Figure 1. Placed cells, one colour a class.
Fill, decap, tap and diode cells in grey.
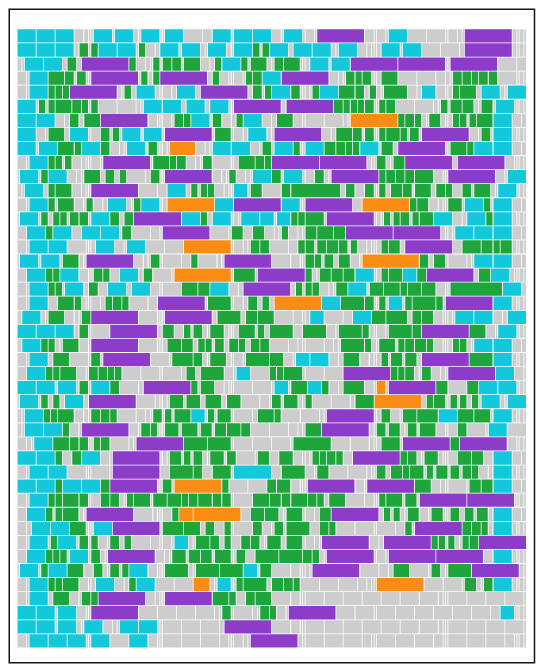
Figure 2. Signal metal coverage by tile.
The bar under the picture is 20 um long. 20 x 25 tiles, from dark blue (low) to red (high), scaled to the fullest tile. Values are wire area over tile area, all layers added.
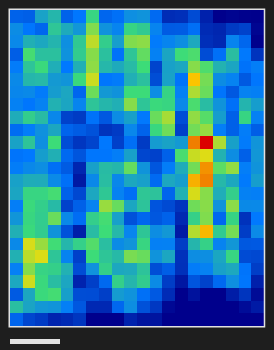
<file path="config.mk">
export PLATFORM = sky130hd
export DESIGN_NAME = mandelbrot_frame_scheduler
export DESIGN_NICKNAME = d
export VERILOG_FILES = /design/src/rtl/mandelbrot_frame_scheduler.sv
export SDC_FILE = /design/constraint.sdc
export NUM_CORES = 1
export LEC_CHECK = 0
export CORE_ASPECT_RATIO = 1.25
export CORE_MARGIN = 1
export CORE_UTILIZATION = 45
export DETAILED_ROUTE_END_ITERATION = 12
export PLACE_DENSITY = 0.81
export SYNTH_ARGS = -nofsm -noshare
export SYNTH_HDL_FRONTEND = slang
export SYNTH_SLANG_ARGS = --single-unit
</file>
<file path="constraint.sdc">
create_clock -name clk -period 4.4 [get_ports clk]
set_input_delay 0.88 -clock clk [delete_from_list [all_inputs] [get_ports clk]]
set_output_delay 0.88 -clock clk [all_outputs]
set_load 0.01 [all_outputs]
</file>
<file path="src/rtl/mandelbrot_frame_scheduler.sv">
// mandelbrot_frame_scheduler
//
// Renders one Mandelbrot frame: walks every pixel (x, y) of an H_RES x V_RES
// frame in raster order, hands each pixel to one of NUM_CORES iteration cores,
// and funnels the returned colours onto the single frame-buffer write port.
//
// Handshake rule for both the job and the result channels: a transfer
// happens in the cycle where valid and ready are both high.  Valid never
// depends on a transfer completing later; the scheduler's job valid and
// result ready are combinational from the cores' ready/valid and the
// scheduler's registered state.
//
// Ports
//   clk, i_rst_n           clock, asynchronous active-low reset
//   i_start                1-cycle pulse, starts a frame (ignored while busy)
//   o_busy                 high from accepted start until done
//   o_done                 1-cycle pulse after the last pixel is written
//   o_job_valid/i_job_ready  one-hot job offer per core / core can accept
//   o_job_x/o_job_y/o_job_addr  pixel offered (shared by all cores)
//   i_res_valid/o_res_ready  result available per core / one-hot grant
//   i_res_addr/i_res_data  per-core result address and colour, core k at
//                          [k*W +: W]
//   o_wr_en/o_wr_addr/o_wr_data  frame-buffer write port
//   o_state                current FSM state (debug)

module mandelbrot_frame_scheduler #(
   parameter int NUM_CORES  = 4,
   parameter int H_RES      = 320,
   parameter int V_RES      = 240,
   parameter int ADDR_WIDTH = 17,
   parameter int DATA_WIDTH = 12
) (
   input  logic                            clk,
   input  logic                            i_rst_n,
   input  logic                            i_start,
   output logic                            o_busy,
   output logic                            o_done,
   output logic [NUM_CORES-1:0]            o_job_valid,
   input  logic [NUM_CORES-1:0]            i_job_ready,
   output logic [9:0]                      o_job_x,
   output logic [8:0]                      o_job_y,
   output logic [ADDR_WIDTH-1:0]           o_job_addr,
   input  logic [NUM_CORES-1:0]            i_res_valid,
   output logic [NUM_CORES-1:0]            o_res_ready,
   input  logic [NUM_CORES*ADDR_WIDTH-1:0] i_res_addr,
   input  logic [NUM_CORES*DATA_WIDTH-1:0] i_res_data,
   output logic                            o_wr_en,
   output logic [ADDR_WIDTH-1:0]           o_wr_addr,
   output logic [DATA_WIDTH-1:0]           o_wr_data,
   output logic [1:0]                      o_state
);

   localparam int PIXELS = H_RES * V_RES;
   localparam int CNT_W  = $clog2(PIXELS) + 1;
   localparam int PTR_W  = (NUM_CORES > 1) ? $clog2(NUM_CORES) : 1;

   typedef enum logic [1:0] {
      IDLE     = 2'd0,
      DISPATCH = 2'd1,
      DRAIN    = 2'd2,
      DONE     = 2'd3
   } state_t;

   state_t                state, state_next;
   logic [9:0]            x;
   logic [8:0]            y;
   logic [ADDR_WIDTH-1:0] addr;
   logic [CNT_W-1:0]      outstanding;
   logic [PTR_W-1:0]      rr_ptr;

   logic                  job_fire;
   logic                  last_pixel;
   logic [NUM_CORES-1:0]  job_valid;
   logic [NUM_CORES-1:0]  res_grant;
   logic                  grant_any;
   logic [PTR_W-1:0]      grant_idx;
   logic [PTR_W-1:0]      ptr_next;
   logic [ADDR_WIDTH-1:0] sel_addr;
   logic [DATA_WIDTH-1:0] sel_data;

   logic                  wr_en;
   logic [ADDR_WIDTH-1:0] wr_addr;
   logic [DATA_WIDTH-1:0] wr_data;

   assign last_pixel = (x == 10'(H_RES - 1)) && (y == 9'(V_RES - 1));

   // Job offer: lowest-index ready core gets the current pixel.  The
   // descending scan leaves the lowest ready index as the final winner.
   always_comb begin
      job_valid = '0;
      if (state == DISPATCH) begin
         for (int k = NUM_CORES - 1; k >= 0; k--) begin
            if (i_job_ready[k]) begin
               job_valid    = '0;
               job_valid[k] = 1'b1;
            end
         end
      end
   end

   // job_valid is only ever set where the core is ready, so any set bit
   // is a completed handshake.
   assign job_fire = |job_valid;

   // Round-robin result arbiter.  First pass searches from the pointer to
   // the top; if nothing is found there, the second pass takes the lowest
   // valid core below the pointer, which is the wrap-around continuation.
   always_comb begin
      res_grant = '0;
      grant_any = 1'b0;
      grant_idx = '0;
      sel_addr  = '0;
      sel_data  = '0;
      if (state != IDLE) begin
         for (int k = 0; k < NUM_CORES; k++) begin
            if (!grant_any && (k >= int'(rr_ptr)) && i_res_valid[k]) begin
               grant_any    = 1'b1;
               grant_idx    = PTR_W'(k);
               res_grant[k] = 1'b1;
            end
         end
         for (int k = 0; k < NUM_CORES; k++) begin
            if (!grant_any && i_res_valid[k]) begin
               grant_any    = 1'b1;
               grant_idx    = PTR_W'(k);
               res_grant[k] = 1'b1;
            end
         end
         for (int k = 0; k < NUM_CORES; k++) begin
            if (res_grant[k]) begin
               sel_addr = i_res_addr[k*ADDR_WIDTH +: ADDR_WIDTH];
               sel_data = i_res_data[k*DATA_WIDTH +: DATA_WIDTH];
            end
         end
      end
   end

   assign ptr_next = (grant_idx == PTR_W'(NUM_CORES - 1)) ? '0 : grant_idx + PTR_W'(1);

   // FSM state register
   always_ff @(posedge clk or negedge i_rst_n) begin
      if (!i_rst_n) begin
         state <= IDLE;
      end else begin
         state <= state_next;
      end
   end

   // FSM next state and status outputs.  DRAIN exits once nothing is
   // outstanding: the last grant decremented the counter, and the cycle in
   // which the counter reads zero is the cycle its write is being driven,
   // so DONE lands exactly one cycle after the final write.
   always_comb begin
      state_next = state;
      o_busy     = 1'b0;
      o_done     = 1'b0;
      case (state)
         IDLE: begin
            if (i_start) state_next = DISPATCH;
         end
         DISPATCH: begin
            o_busy = 1'b1;
            if (job_fire && last_pixel) state_next = DRAIN;
         end
         DRAIN: begin
            o_busy = 1'b1;
            if (outstanding == '0) state_next = DONE;
         end
         DONE: begin
            o_done     = 1'b1;
            state_next = IDLE;
         end
         default: state_next = IDLE;
      endcase
   end

   // Pixel walker, outstanding counter, arbiter pointer and write stage.
   // The address register steps by one alongside x/y, so it always equals
   // y*H_RES + x without a multiplier.
   always_ff @(posedge clk or negedge i_rst_n) begin
      if (!i_rst_n) begin
         x           <= '0;
         y           <= '0;
         addr        <= '0;
         outstanding <= '0;
         rr_ptr      <= '0;
         wr_en       <= 1'b0;
         wr_addr     <= '0;
         wr_data     <= '0;
      end else begin
         if (state == IDLE && i_start) begin
            x    <= '0;
            y    <= '0;
            addr <= '0;
         end else if (job_fire) begin
            if (last_pixel) begin
               x    <= '0;
               y    <= '0;
               addr <= '0;
            end else if (x == 10'(H_RES - 1)) begin
               x    <= '0;
               y    <= y + 9'd1;
               addr <= addr + ADDR_WIDTH'(1);
            end else begin
               x    <= x + 10'd1;
               addr <= addr + ADDR_WIDTH'(1);
            end
         end

         if (job_fire && !grant_any) begin
            outstanding <= outstanding + CNT_W'(1);
         end else if (!job_fire && grant_any) begin
            outstanding <= outstanding - CNT_W'(1);
         end

         if (grant_any && !job_fire) begin
            assert (outstanding != '0);
         end

         if (grant_any) begin
            rr_ptr  <= ptr_next;
            wr_addr <= sel_addr;
            wr_data <= sel_data;
         end
         wr_en <= grant_any;
      end
   end

   assign o_job_valid = job_valid;
   assign o_job_x     = x;
   assign o_job_y     = y;
   assign o_job_addr  = addr;
   assign o_res_ready = res_grant;
   assign o_wr_en     = wr_en;
   assign o_wr_addr   = wr_addr;
   assign o_wr_data   = wr_data;
   assign o_state     = state;

endmodule

</file>
==> results.txt <==
yosys + openroad results -> Max clock buf depth 2, # Taps 161, Seq/Total Area, Yosys 0.3975, clock network area share 0.03951, Post CTS Setup Buffer Count 0, Max H-tree Level 3, PortBufs 204, dominant logic cell type in the layout clkdlybuf4s50_1, inverter count 13, cells in synth_stat.txt 663, mapped cell area 5540 sq um, number of global-route vias before repair between 6000 and 7000, io pins roughly 210, status complete, no violations, HP Class flop to flop, cell type with the largest total area dfrtp_1, GRT Max-Usage Layer met2, hold_buf cts 0, Pleak between 0.003 and 0.004 uW, Final Hold Vio Count 0, Worst-path clk slew 0.06 ns, GP Congestion between 0.9 and 1, die width around 100 um, min-delay src o_wr_addr[16], ANT nets after route 0, fp util 0.4703, CTS resizes 0, Post-synth EDFFs 0, chip area line of the yosys report 5540 sq um, Non-Clock Buffer Area Fraction 0.2679, Setup crit start i_job_ready[0], Worst Hold End o_wr_addr[16], MI comb area 3163 sq um, clk_skew around 0.0058 ns, met2 Use GR 0.5182, first-pass GRT wire length roughly 28 mm
## Picture notes: Figure 1
cyan -> other buffers and delay cells  # cells 220
green -> all other logic  # cells 543
purple -> flip-flops  # cells 88
orange -> clock drivers and dummy loads  # cells 15
Rows: 44
CORE AREA: 11780 sq um
post-layout util: 0.6882
design area: 8108 sq um

## Picture notes: Figure 2
tiles over half the peak = 13%
fullest tile = 0.71
mean over tiles = 0.22
routed via count: 5931
Tot GR Track Use: 0.2829
Routed WL: 17.22 mm
post-DR wirelength/cell: 16.77 um

==> through the flow <==
step                cell area, sq um  setup WS, ns  instances  total power (uW)
detailed placement              7787        0.3440       1012              4474
floorplan                       5540        0.8756        663              3300
global placement                7787        0.3875       1012              4349
CTS                             8108        0.6973       1027              5316
finish                          8108        0.6587       1027              5300
global route                    8108        0.4921       1027              5722
==> report_power, final <==
part / total (uW) / switching [uW] / internal (uW)
combinational: 3110 / 1680 / 1440
sequential: 1360 / 248 / 1110
clock: 826 / 316 / 510
total: 5300 / 2240 / 3060
==> cell usage after synthesis, drive strengths merged (3+ instances only) <==
master  instances
and3           12
o211ai          7
xnor2          11
nor3            3
o21a            4
nor2b           5
nand2b          9
mux2            3
nor2           27
nand4          10
buf            10
nor3b           3
a211oi          3
o22ai           3
nor4            5
a221oi         29
or3             4
nand3          14
dfrtp          88
o31ai           8
o21ai         114
ha             25
a21oi          25
xor2           12
and2            8
clkbuf         22
inv            13
a21o            5
nand2         151
==> critical path, stage by stage <==
cell	delay, ns
clkdlybuf4s50_1	0.51
o41ai_4	0.43
inv_2	0.08
ha_1	0.20
inv_1	0.15
buf_12	0.15
ha_1	0.23
o21ai_0	0.36
a211oi_1	0.17
a211oi_1	0.29
buf_4	0.16
o21ai_0	0.09
xnor2_1	0.16
o21ai_0	0.08
==> logic make-up after synthesis <==
logic type               share of synthesized area
AND/OR/NAND/NOR                             0.2134
AND-OR/OR-AND                               0.2493
multiplexers                              0.009711
adder cells (fa/ha/maj)                    0.06007
flip-flops                                  0.3975
buffers and inverters                      0.03365
XOR/XNOR                                   0.03636
==> flip-flops by register name (all words and copies together), names as in the netlist <==
register and count:
o_wr_addr 17, outstanding 18, o_wr_data 12, rr_ptr 2, o_job_addr 17, o_job_y 9, o_state 2, o_job_x 10
o_wr_en 1
Power figures rest on the tool's default switching activity, not on a simulated workload.
